==> config.mk <==
export PLATFORM = sky130hd
export DESIGN_NAME = dwc_upconv_wchan_packer
export DESIGN_NICKNAME = d
export VERILOG_FILES = /design/src/rtl/dwc_upconv_wchan_packer_pkg.sv /design/src/rtl/dwc_upconv_wchan_lane_merge.sv /design/src/rtl/dwc_upconv_wchan_packer.sv
export SDC_FILE = /design/constraint.sdc
export NUM_CORES = 1
export LEC_CHECK = 0
export CORE_MARGIN = 2
export CORE_UTILIZATION = 57
export DETAILED_ROUTE_END_ITERATION = 16
export GPL_TIMING_DRIVEN = 0
export PLACE_DENSITY = 0.81
export SKIP_LAST_GASP = 1
export SYNTH_ARGS = -nofsm -noshare
export SYNTH_HDL_FRONTEND = slang
export SYNTH_SLANG_ARGS = --single-unit
==> constraint.sdc <==
create_clock -name clk -period 8.8 [get_ports clk]
set_input_delay 0.88 -clock clk [delete_from_list [all_inputs] [get_ports clk]]
set_output_delay 0.88 -clock clk [all_outputs]
set_load 0.02 [all_outputs]
==> src/rtl/dwc_upconv_wchan_packer_pkg.sv <==
// Shared definitions for the W-channel upsizing packer: FSM encoding, byte-count
// derivations and the narrow-lane offset helper.
package dwc_upconv_wchan_packer_pkg;

    typedef enum logic [1:0] {
        ST_IDLE  = 2'd0,
        ST_PACK  = 2'd1,
        ST_DRAIN = 2'd2
    } pack_state_t;

    localparam int PTR_W = 6;
    localparam int CNT_W = 8;

    function automatic int bytes_of(input int width_bits);
        return width_bits / 8;
    endfunction

    // Narrow input lane that feeds a given wide byte position.
    function automatic int lane_offset(input int byte_idx, input int in_bytes);
        return byte_idx & (in_bytes - 1);
    endfunction

    function automatic logic [PTR_W-1:0] size_mask(input logic [2:0] size);
        return PTR_W'((8'd1 << size) - 8'd1);
    endfunction

endpackage

==> src/rtl/dwc_upconv_wchan_lane_merge.sv <==
// Combinational placement of one narrow W beat into the wide pack word at the
// current byte pointer; strobes of the selected lanes are OR-ed into the pack strobe.
module dwc_upconv_wchan_lane_merge
    import dwc_upconv_wchan_packer_pkg::*;
#(
    parameter int DATA_WIDTH_IN  = 32,
    parameter int DATA_WIDTH_OUT = 64
) (
    input  logic [DATA_WIDTH_OUT-1:0]   pack_data,
    input  logic [DATA_WIDTH_OUT/8-1:0] pack_strb,
    input  logic [DATA_WIDTH_IN-1:0]    beat_data,
    input  logic [DATA_WIDTH_IN/8-1:0]  beat_strb,
    input  logic [PTR_W-1:0]            ptr,
    input  logic [2:0]                  size,
    output logic [DATA_WIDTH_OUT-1:0]   merged_data,
    output logic [DATA_WIDTH_OUT/8-1:0] merged_strb
);

    localparam int IN_BYTES  = bytes_of(DATA_WIDTH_IN);
    localparam int OUT_BYTES = bytes_of(DATA_WIDTH_OUT);

    logic [PTR_W-1:0] beat_mask;
    assign beat_mask = size_mask(size);

    genvar gi;
    generate
        for (gi = 0; gi < OUT_BYTES; gi++) begin : g_byte
            localparam int               LANE = lane_offset(gi, IN_BYTES);
            localparam logic [PTR_W-1:0] IDX  = PTR_W'(gi);
            logic hit;

            // A wide byte belongs to this beat when it sits in the size-aligned window at ptr.
            assign hit = ((IDX & ~beat_mask) == ptr);
            assign merged_data[8*gi +: 8] = hit ? beat_data[8*LANE +: 8] : pack_data[8*gi +: 8];
            assign merged_strb[gi]        = pack_strb[gi] | (hit & beat_strb[LANE]);
        end
    endgenerate

endmodule

==> src/rtl/dwc_upconv_wchan_packer.sv <==
// W-channel upsizer: packs narrow write beats into wide beats under a held command.
// Define DWC_UPCONV_WCHAN_USER_EN to forward WUSER of the last narrow beat per wide beat.
module dwc_upconv_wchan_packer
    import dwc_upconv_wchan_packer_pkg::*;
#(
    parameter int DATA_WIDTH_IN  = 32,
    parameter int DATA_WIDTH_OUT = 64,
    parameter int USER_WIDTH     = 1
) (
    input  logic                        clk,
    input  logic                        rst,
    input  logic                        hold_reg_empty,
    output logic                        get_next_data,
    input  logic [5:0]                  cmd_addr,
    input  logic [2:0]                  cmd_size,
    input  logic [7:0]                  cmd_wlen_mst,
    input  logic                        cmd_fixed,
    input  logic [DATA_WIDTH_IN-1:0]    s_wdata,
    input  logic [DATA_WIDTH_IN/8-1:0]  s_wstrb,
    input  logic [USER_WIDTH-1:0]       s_wuser,
    input  logic                        s_wlast,
    input  logic                        s_wvalid,
    output logic                        s_wready,
    output logic [DATA_WIDTH_OUT-1:0]   m_wdata,
    output logic [DATA_WIDTH_OUT/8-1:0] m_wstrb,
    output logic [USER_WIDTH-1:0]       m_wuser,
    output logic                        m_wlast,
    output logic                        m_wvalid,
    input  logic                        m_wready
);

    localparam int               OUT_BYTES = bytes_of(DATA_WIDTH_OUT);
    localparam logic [PTR_W-1:0] OUT_MASK  = PTR_W'(OUT_BYTES - 1);

    pack_state_t state_reg, state_next;
    logic        get_next_data_reg, get_next_data_next;
    logic        load_cmd;

    logic [PTR_W-1:0]            ptr_reg;
    logic [CNT_W-1:0]            out_cnt_reg;
    logic [2:0]                  size_reg;
    logic                        fixed_reg;
    logic [7:0]                  wlen_reg;
    logic [DATA_WIDTH_OUT-1:0]   pack_data_reg;
    logic [DATA_WIDTH_OUT/8-1:0] pack_strb_reg;
    logic [DATA_WIDTH_OUT-1:0]   m_wdata_reg;
    logic [DATA_WIDTH_OUT/8-1:0] m_wstrb_reg;
    logic                        m_wlast_reg;
    logic                        m_wvalid_reg;

    logic [DATA_WIDTH_OUT-1:0]   merged_data;
    logic [DATA_WIDTH_OUT/8-1:0] merged_strb;
    logic [PTR_W-1:0]            beat_step;
    logic [PTR_W-1:0]            ptr_adv;
    logic                        accept;
    logic                        flush;

    // Stall only when the output register is full and not draining this cycle.
    assign s_wready  = (state_reg == ST_PACK) && !(m_wvalid_reg && !m_wready);
    assign accept    = s_wvalid && s_wready;
    assign beat_step = PTR_W'(8'd1 << size_reg);
    assign ptr_adv   = (ptr_reg + beat_step) & OUT_MASK;
    assign flush     = accept && ((ptr_adv == '0) || fixed_reg || s_wlast);

    dwc_upconv_wchan_lane_merge #(
        .DATA_WIDTH_IN  (DATA_WIDTH_IN),
        .DATA_WIDTH_OUT (DATA_WIDTH_OUT)
    ) u_lane_merge (
        .pack_data   (pack_data_reg),
        .pack_strb   (pack_strb_reg),
        .beat_data   (s_wdata),
        .beat_strb   (s_wstrb),
        .ptr         (ptr_reg),
        .size        (size_reg),
        .merged_data (merged_data),
        .merged_strb (merged_strb)
    );

    always_ff @(posedge clk or posedge rst) begin
        if (rst) begin
            state_reg         <= ST_IDLE;
            get_next_data_reg <= 1'b0;
        end else begin
            state_reg         <= state_next;
            get_next_data_reg <= get_next_data_next;
        end
    end

    always_comb begin
        state_next         = state_reg;
        get_next_data_next = 1'b0;
        load_cmd           = 1'b0;
        case (state_reg)
            ST_IDLE: begin
                if (!hold_reg_empty) begin
                    get_next_data_next = 1'b1;
                    load_cmd           = 1'b1;
                    state_next         = ST_PACK;
                end
            end
            ST_PACK: begin
                if (accept && s_wlast) begin
                    state_next = ST_DRAIN;
                end
            end
            ST_DRAIN: begin
                if (m_wvalid_reg && m_wready) begin
                    state_next = ST_IDLE;
                end
            end
            default: state_next = ST_IDLE;
        endcase
    end

    always_ff @(posedge clk or posedge rst) begin
        if (rst) begin
            ptr_reg       <= '0;
            out_cnt_reg   <= '0;
            size_reg      <= '0;
            fixed_reg     <= 1'b0;
            wlen_reg      <= '0;
            pack_data_reg <= '0;
            pack_strb_reg <= '0;
            m_wdata_reg   <= '0;
            m_wstrb_reg   <= '0;
            m_wlast_reg   <= 1'b0;
            m_wvalid_reg  <= 1'b0;
        end else begin
            if (load_cmd) begin
                ptr_reg       <= cmd_addr & OUT_MASK & ~size_mask(cmd_size);
                out_cnt_reg   <= '0;
                size_reg      <= cmd_size;
                fixed_reg     <= cmd_fixed;
                wlen_reg      <= cmd_wlen_mst;
                pack_strb_reg <= '0;
            end
            if (accept) begin
                pack_data_reg <= merged_data;
                pack_strb_reg <= flush ? '0 : merged_strb;
                if (!fixed_reg) begin
                    ptr_reg <= ptr_adv;
                end
            end
            // A narrow s_wlast forces wlast even if the wide count disagrees.
            if (flush) begin
                m_wdata_reg  <= merged_data;
                m_wstrb_reg  <= merged_strb;
                m_wlast_reg  <= (out_cnt_reg == wlen_reg) || s_wlast;
                out_cnt_reg  <= out_cnt_reg + CNT_W'(1);
                m_wvalid_reg <= 1'b1;
            end else if (m_wready) begin
                m_wvalid_reg <= 1'b0;
            end
        end
    end

`ifdef DWC_UPCONV_WCHAN_USER_EN
    logic [USER_WIDTH-1:0] m_wuser_reg;

    always_ff @(posedge clk or posedge rst) begin
        if (rst) begin
            m_wuser_reg <= '0;
        end else if (flush) begin
            m_wuser_reg <= s_wuser;
        end
    end

    assign m_wuser = m_wuser_reg;
`else
    logic unused_wuser;
    assign unused_wuser = ^s_wuser;
    assign m_wuser      = '0;
`endif

    assign get_next_data = get_next_data_reg;
    assign m_wdata       = m_wdata_reg;
    assign m_wstrb       = m_wstrb_reg;
    assign m_wlast       = m_wlast_reg;
    assign m_wvalid      = m_wvalid_reg;

endmodule
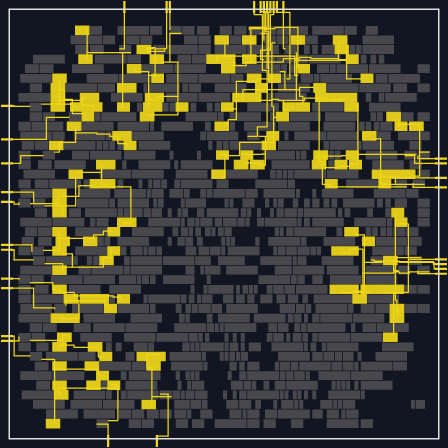
Fig. 1. Wires at chosen ports, followed through buffers (run 1).
yellow -> `s_wdata`  # bits 32, direction input, edge 11 top, 11 left, 8 right, 2 bottom, end cells 128, wire 1590 µm
count of input and output buffers: 132
top-level port count: 138

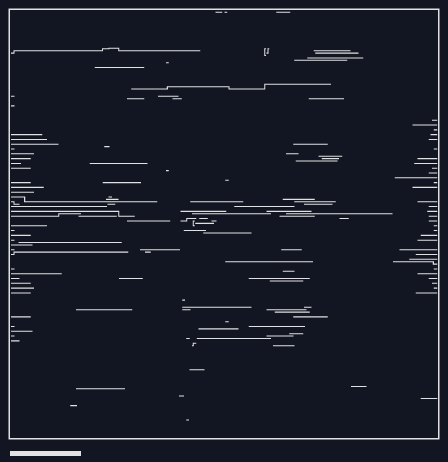
Fig. 2. Signal wires on met3 (run 1).
The bar under the picture is 20 µm long.
wire length on this layer = 1190 µm
nets with wire on the layer = 120
met3 GRT Util: 0.0625
Detailed Route WL: 18800 µm
Via Count: 5742

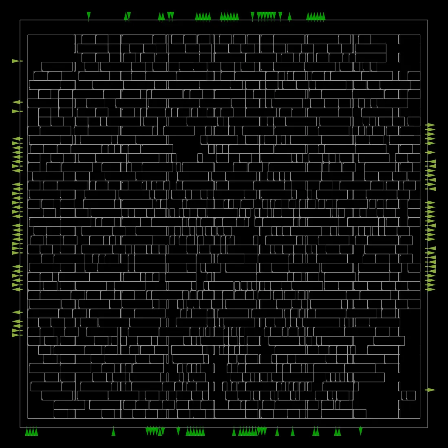
Fig. 3. Placement view (run 1).
core area: 0.0133 mm²
n_taps: 176
Cell Rows: 42
non-filler cells in the finished layout: 992

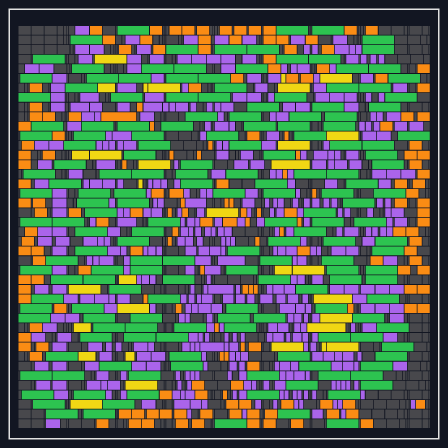
Fig. 4. Cell classes on the final placement (run 1).
Fill, decap, tap and diode cells in grey.
yellow -> clock drivers and dummy loads  # cells 31, share of their area 6.3%
orange -> other buffers and delay cells  # cells 171, share of their area 15%
green -> flops  # cells 175, share of their area 45%
purple -> all other logic  # cells 439, share of their area 34%
Finished Core Util: 0.753
share of cell area taken by flip-flops and latches: 0.436
final std cell area, no fill: 0.0100 mm²

==> run notes, run 1 <==
Type of the most critical hold path: flip-flop to flip-flop. The tool warning count for the run is 32. The detail-routed via count per cell works out to 5.79. The final weighted congestion recorded by global placement is 0.901. Ranked by total cell area, the synthesized netlist is headed by dfrtp_1 (56%), mux2_2 (15%), o21ai_0 (6.2%).

With the adder-cell share of the synthesized area at 0.00892, the share of post-route cells with drive strength above 1 is 0.202. The run gives 0.449 for the global-route track usage on met2. The analysis attributes to net switching a power of 1.68 mW.

At the placement stage, the worst setup path has a slack of 5.05 ns. Summing all multi-input logic gate instances after layout gives 0.00327 mm². Yosys mapped a number of flops with a built-in enable equal to 0. In the layout the commonest cells are dfrtp_1 (175), clkdlybuf4s50_1 (132), mux2_2 (108).

Setup repair after global routing left no endpoint under its margin. Library cell occupying the most area in the post-synthesis netlist: dfrtp_1. The post-synthesis sequential area ratio is 0.558. The run gives 0 for the DRC violation count after routing. The fraction of area in multi-input gates was 0.325; the clock latency on the worst-skew pair was 0.43 ns.

The logs give 5.06 ns for the least setup slack across all paths after layout and 436 for the DRC violation total after the first TritonRoute iteration. The number of buffers and inverters on the critical path is 3. The detailed placer reported the number of placed instances as 961. The run gives 4.46 mW for the overall power of the completed layout.

The worst min-delay path endpoint was pack_strb_reg[7]. For this run, the chip area from Yosys synthesis comes to 0.00785 mm². With the switching part of the total at 0.378, the final global-route overflow total is 0. The power report lists cell-internal power as 2.77 mW.

The run gives 0.220 for the mux share of post-synthesis cell area. The cell sequence reported for the critical path is or3_1, inv_1, ha_1, fa_1, xor2_1, xnor2_1, a211oi_1, buf_2, nor2_1, buf_2, mux2_2. For the combinational group, total power comes out at 2.25 mW. The part of the power in combinational logic came out at 0.505. The run finished with clean final reports. The transition time recorded at the tightest slew-check pin is 1.11 ns. The fraction of area in clock buffers and inverters was 0.0618. The tools report the register-to-register path setup slack as 5.06 ns. The tools report the clock power share as 0.177.

The maximum VDD drop was 258 µV. The highest metal layer carrying signal wires in the routed design is met4. The number of maximum-capacitance constraint violations was 0; the floorplan die area was 0.0147 mm². OpenSTA lists the critical path endpoint as m_wdata[30]. For the final routed database, the setup TNS stands at 0 ns. The initial antenna violation count came out at 0.

For the worst flop-to-flop path, the logic depth is 11. The die is 121 µm tall. The tools report the setup-violating endpoint count in the final report as 0. The commonest non-fill, non-tap cell in the layout is dfrtp_1. Portion of the clock cycle consumed by the worst path in the final layout: 0.425. The group with the largest share of power is combinational cells.

STA classifies the critical path endpoint as a flip-flop. Cell family contributing the most delay on the critical path: simple AND/OR/NAND/NOR gates. Layer carrying the most global-route usage: met2. The number of sequential cells in the layout is 175, and the clock-pin slew reported for the worst setup and hold paths after clock tree synthesis is 0.06 ns. For the worst setup path, the data required time is 9.11 ns. In this run the number of cells on the critical path is 11.

Sorting the synthesis cell report by count puts at the top dfrtp_1. The run gives 3.74 ns for the post-route minimum period. Per the timing report, the most critical flop-to-flop path originates at size_reg[0]. The data arrival time of the critical path was 4.06 ns. On the final layout, the worst hold slack is 0.497 ns. The worst register-to-register path ends at m_wdata[30]. Area fraction in xor and xnor cells: 0.0201. By area, registers come first.

The total routing usage reported by global routing is 0.269. TritonCTS built the clock tree. For this run, the leading register cell type out of synthesis is dfrtp_1. The logs give 0.788 mW for the power in the clock group and 894 for the fill cell instance count of the final layout. The fraction of synthesized cell area taken by the top area cell type is 0.558, and the count of different cell masters after synthesis is 46. For this sky-water flow run, the detailed-routed wirelength per cell is reported as 18.9 µm. The tools report the source of the critical timing path as size_reg[0].

The total power per unit cell area was 443 mW/mm². The count of clock buffers in the final design was 27. The report lists the number of cells resized after CTS as 0. For the number of levels the H-tree was split into, the log shows 4. The first global-routing pass estimated 30200 µm of wire.

The run gives 1190 µm as the wire length on met3. The wire-length estimate of the detail-placed layout is 13000 µm. The portion of the layout cell area used by non-clock buffers was 0.151. Max fanout on the critical path was recorded as 10. For the routed metal-1 wirelength, the log shows 7910 µm.

Looking at the clock tree report, the maximum root-to-sink buffer count equals 2. According to the finish report, the design has a final net count of 870. With the highest clock rate at 267 MHz, the met1 layer usage reported by global route is 0.343. Startpoint kind of the worst setup timing path: a flip-flop. With the fraction of the mapped netlist area in compound gates at 0.0913, the leakage component of the power is 4.37 nW. Per STA, the highest per-stage delay on the worst path measures 0.86 ns. The area of placed instances came out at 0.00943 mm². Counting the warning lines in the Yosys log gives 0. Per the detail_route log, met2 wirelength is 9190 µm. The pre-placement core utilization came out at 0.588. Looking at the clock tree report, the root buffer type is clkbuf_16. Number of global-route vias before repair: 5795. Sequential power: 1.42 mW. The synthesized flop and latch total is 175. The timing report shows that the slowest cell on the worst path is nor2_1. Of the combinational cells, the family taking the most area is multiplexers. Type of the setup path with the least slack: flip-flop to flip-flop.

With the multi-input combinational gate total at 430, the share of total power in sequential cells is 0.318. The logs give 175 for the clock sink total and 0 for the count of antenna diodes in the layout. The run gives 0 for the residual antenna-violating net count after detailed routing. Counting the buffers created by CTS gives 17. The number of nets at floorplan is 718. According to the floorplan report, the die width is 121 µm. Post-synth design cell area: 0.00785 mm². Synthesis produced a netlist whose cell count is 652. Startpoint of the most critical hold path: pack_strb_reg[7].
==> run 1 -> run 2 <==
--- a/config.mk
+++ b/config.mk
@@ -6,10 +6,10 @@
 export NUM_CORES = 1
 export LEC_CHECK = 0
 export CORE_MARGIN = 2
-export CORE_UTILIZATION = 57
+export CORE_UTILIZATION = 53
 export DETAILED_ROUTE_END_ITERATION = 16
 export GPL_TIMING_DRIVEN = 0
-export PLACE_DENSITY = 0.81
+export PLACE_DENSITY = 0.76
 export SKIP_LAST_GASP = 1
 export SYNTH_ARGS = -nofsm -noshare
 export SYNTH_HDL_FRONTEND = slang
==> constraint.sdc (replaced) <==
create_clock -name clk -period 3.6 [get_ports clk]
set_input_delay 0.36 -clock clk [delete_from_list [all_inputs] [get_ports clk]]
set_output_delay 0.36 -clock clk [all_outputs]
set_load 0.02 [all_outputs]
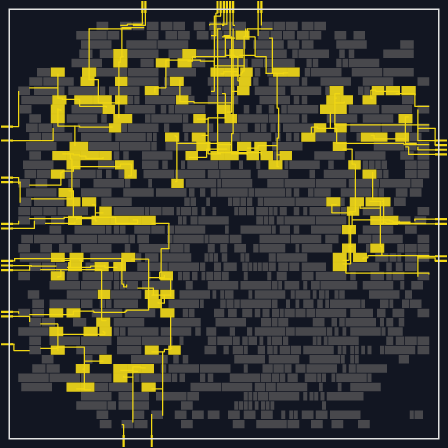
Fig. 5. Wires at chosen ports, followed through buffers (run 2).
yellow -> `s_wdata`  # bits 32, direction input, edge 12 left, 10 top, 8 right, 2 bottom, end cells 128, wire 1640 µm

==> run notes, run 2 <==
Most used flip-flop cell: dfrtp_1 (unchanged). The cell count of the worst reg-to-reg path is 9 (was 11), and the count of cells resized by post-cts repair is 1 (was 0). With the number of maximum-capacitance constraint violations at 0 (unchanged), the number of enable flip-flop cells is 0 (unchanged).

The count of placed standard cells in the final layout, fillers left out was 1003 (was 992). For the internal cell power, the log shows 6.76 mW (was 2.77 mW). For the sum of met2 wire segment lengths after detailed routing, the log shows 9020 µm (was 9190 µm). TritonCTS built the clock tree.

The number of top-level pins is 138 (unchanged), and the post-route worst hold slack is 0.377 ns (was 0.497 ns). Commonest non-fill, non-tap cell in the layout: dfrtp_1 (unchanged). The mux share of post-synthesis cell area was 0.220 (unchanged). The setup-violating endpoint count in the final report was 0 (unchanged); the number of buffers added by the clock tree synthesis step was 17 (unchanged). The fraction of area in multi-input gates works out to 0.324 (was 0.325).

The clock latency on the worst-skew pair was 0.44 ns (was 0.43 ns); the number of rows in the core area was 44 (was 42). The clock-pin slew reported for the worst setup and hold paths after clock tree synthesis was 0.06 ns (about the same). The total routing usage reported by global routing is 0.250 (was 0.269). For the worst slack after detailed placement, the log shows -0.110 ns (was 5.05 ns).

With the sequential portion of the cell area at 0.433 (was 0.436), the data arrival time of the critical path is 3.72 ns (was 4.06 ns). The run gives 430 (unchanged) for the multi-input combinational gate total. The run gives 2 (unchanged) for the maximum number of buffers from clock root to sink. Worst-path maximum fanout: 10 (unchanged).

The layer carrying the most global-route usage is met2 (unchanged). The height of the die was 126 µm (was 121 µm). The run gives 0.50 ns (was 0.86 ns) for the delay of the slowest cell on the worst path. Setup repair after global routing left no endpoint under its margin. The synthesized flop and latch total was 175 (unchanged). The number of levels the H-tree was split into was 4 (unchanged). The DRC violation total after the first TritonRoute iteration is 346 (was 436). The group with the largest share of power was combinational cells (unchanged).

For the number of global-route vias before repair, the log shows 6006 (was 5795). The maximum VDD drop is 484 µV (was 258 µV). The run finished with clean final reports. The main logic family after synthesis is multiplexers (unchanged).

The tools report the destination of the critical timing path as m_wdata[31] (was m_wdata[30]). The tool warning count is 30 (was 32), and the slew of the pin with the lowest slew margin is 0.818 ns (was 1.11 ns). The warning count from the yosys run is 0 (unchanged), and the post-route minimum period is 3.40 ns (was 3.74 ns). Endpoint required time on the critical path: 3.92 ns (was 9.11 ns). The number of nets in the layout is 873 (was 870), and the instance tally after logic synthesis is 652 (unchanged). The tools report the floorplan die area as 0.0158 mm² (was 0.0147 mm²).

The net load switching power was 4.17 mW (was 1.68 mW). The cell family contributing the most delay on the critical path is simple AND/OR/NAND/NOR gates (unchanged). The met1 layer usage reported by global route came out at 0.341 (was 0.343). The die width was 126 µm (was 121 µm). The number of sequential cells in the layout is 175 (unchanged). The wire length on met3 was 1050 µm (was 1190 µm).

Most used cells in the layout excluding fill and tap cells: dfrtp_1 (175), clkdlybuf4s50_1 (132), mux2_2 (108) (unchanged). Type of the setup path with the least slack: flip-flop to flip-flop (unchanged). The run gives 0.505 (about the same) as the part of the power in combinational logic. Largest cell class by area: registers (unchanged). The fraction of the mapped netlist area in compound gates works out to 0.0913 (unchanged). Buffer type at the clock tree root: clkbuf_16 (unchanged). The share of post-route cells with drive strength above 1 was 0.210 (was 0.202); the fraction of synthesized cell area taken by the top area cell type was 0.558 (unchanged).

The post-synth design cell area is 0.00785 mm² (unchanged).
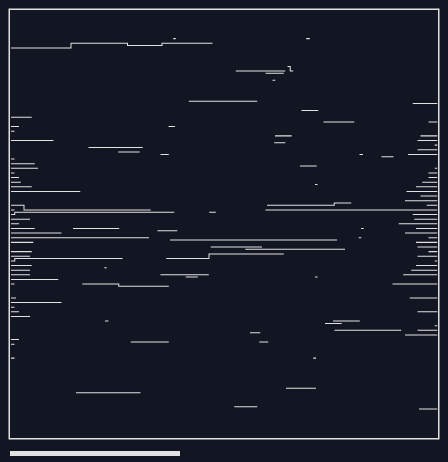
Fig. 6. Signal wires on met3 (run 2).
The bar under the picture is 50 µm long.
Via Count: 5703
met3 GRT Util: 0.0573

Power is estimated from default activity; no workload was simulated.
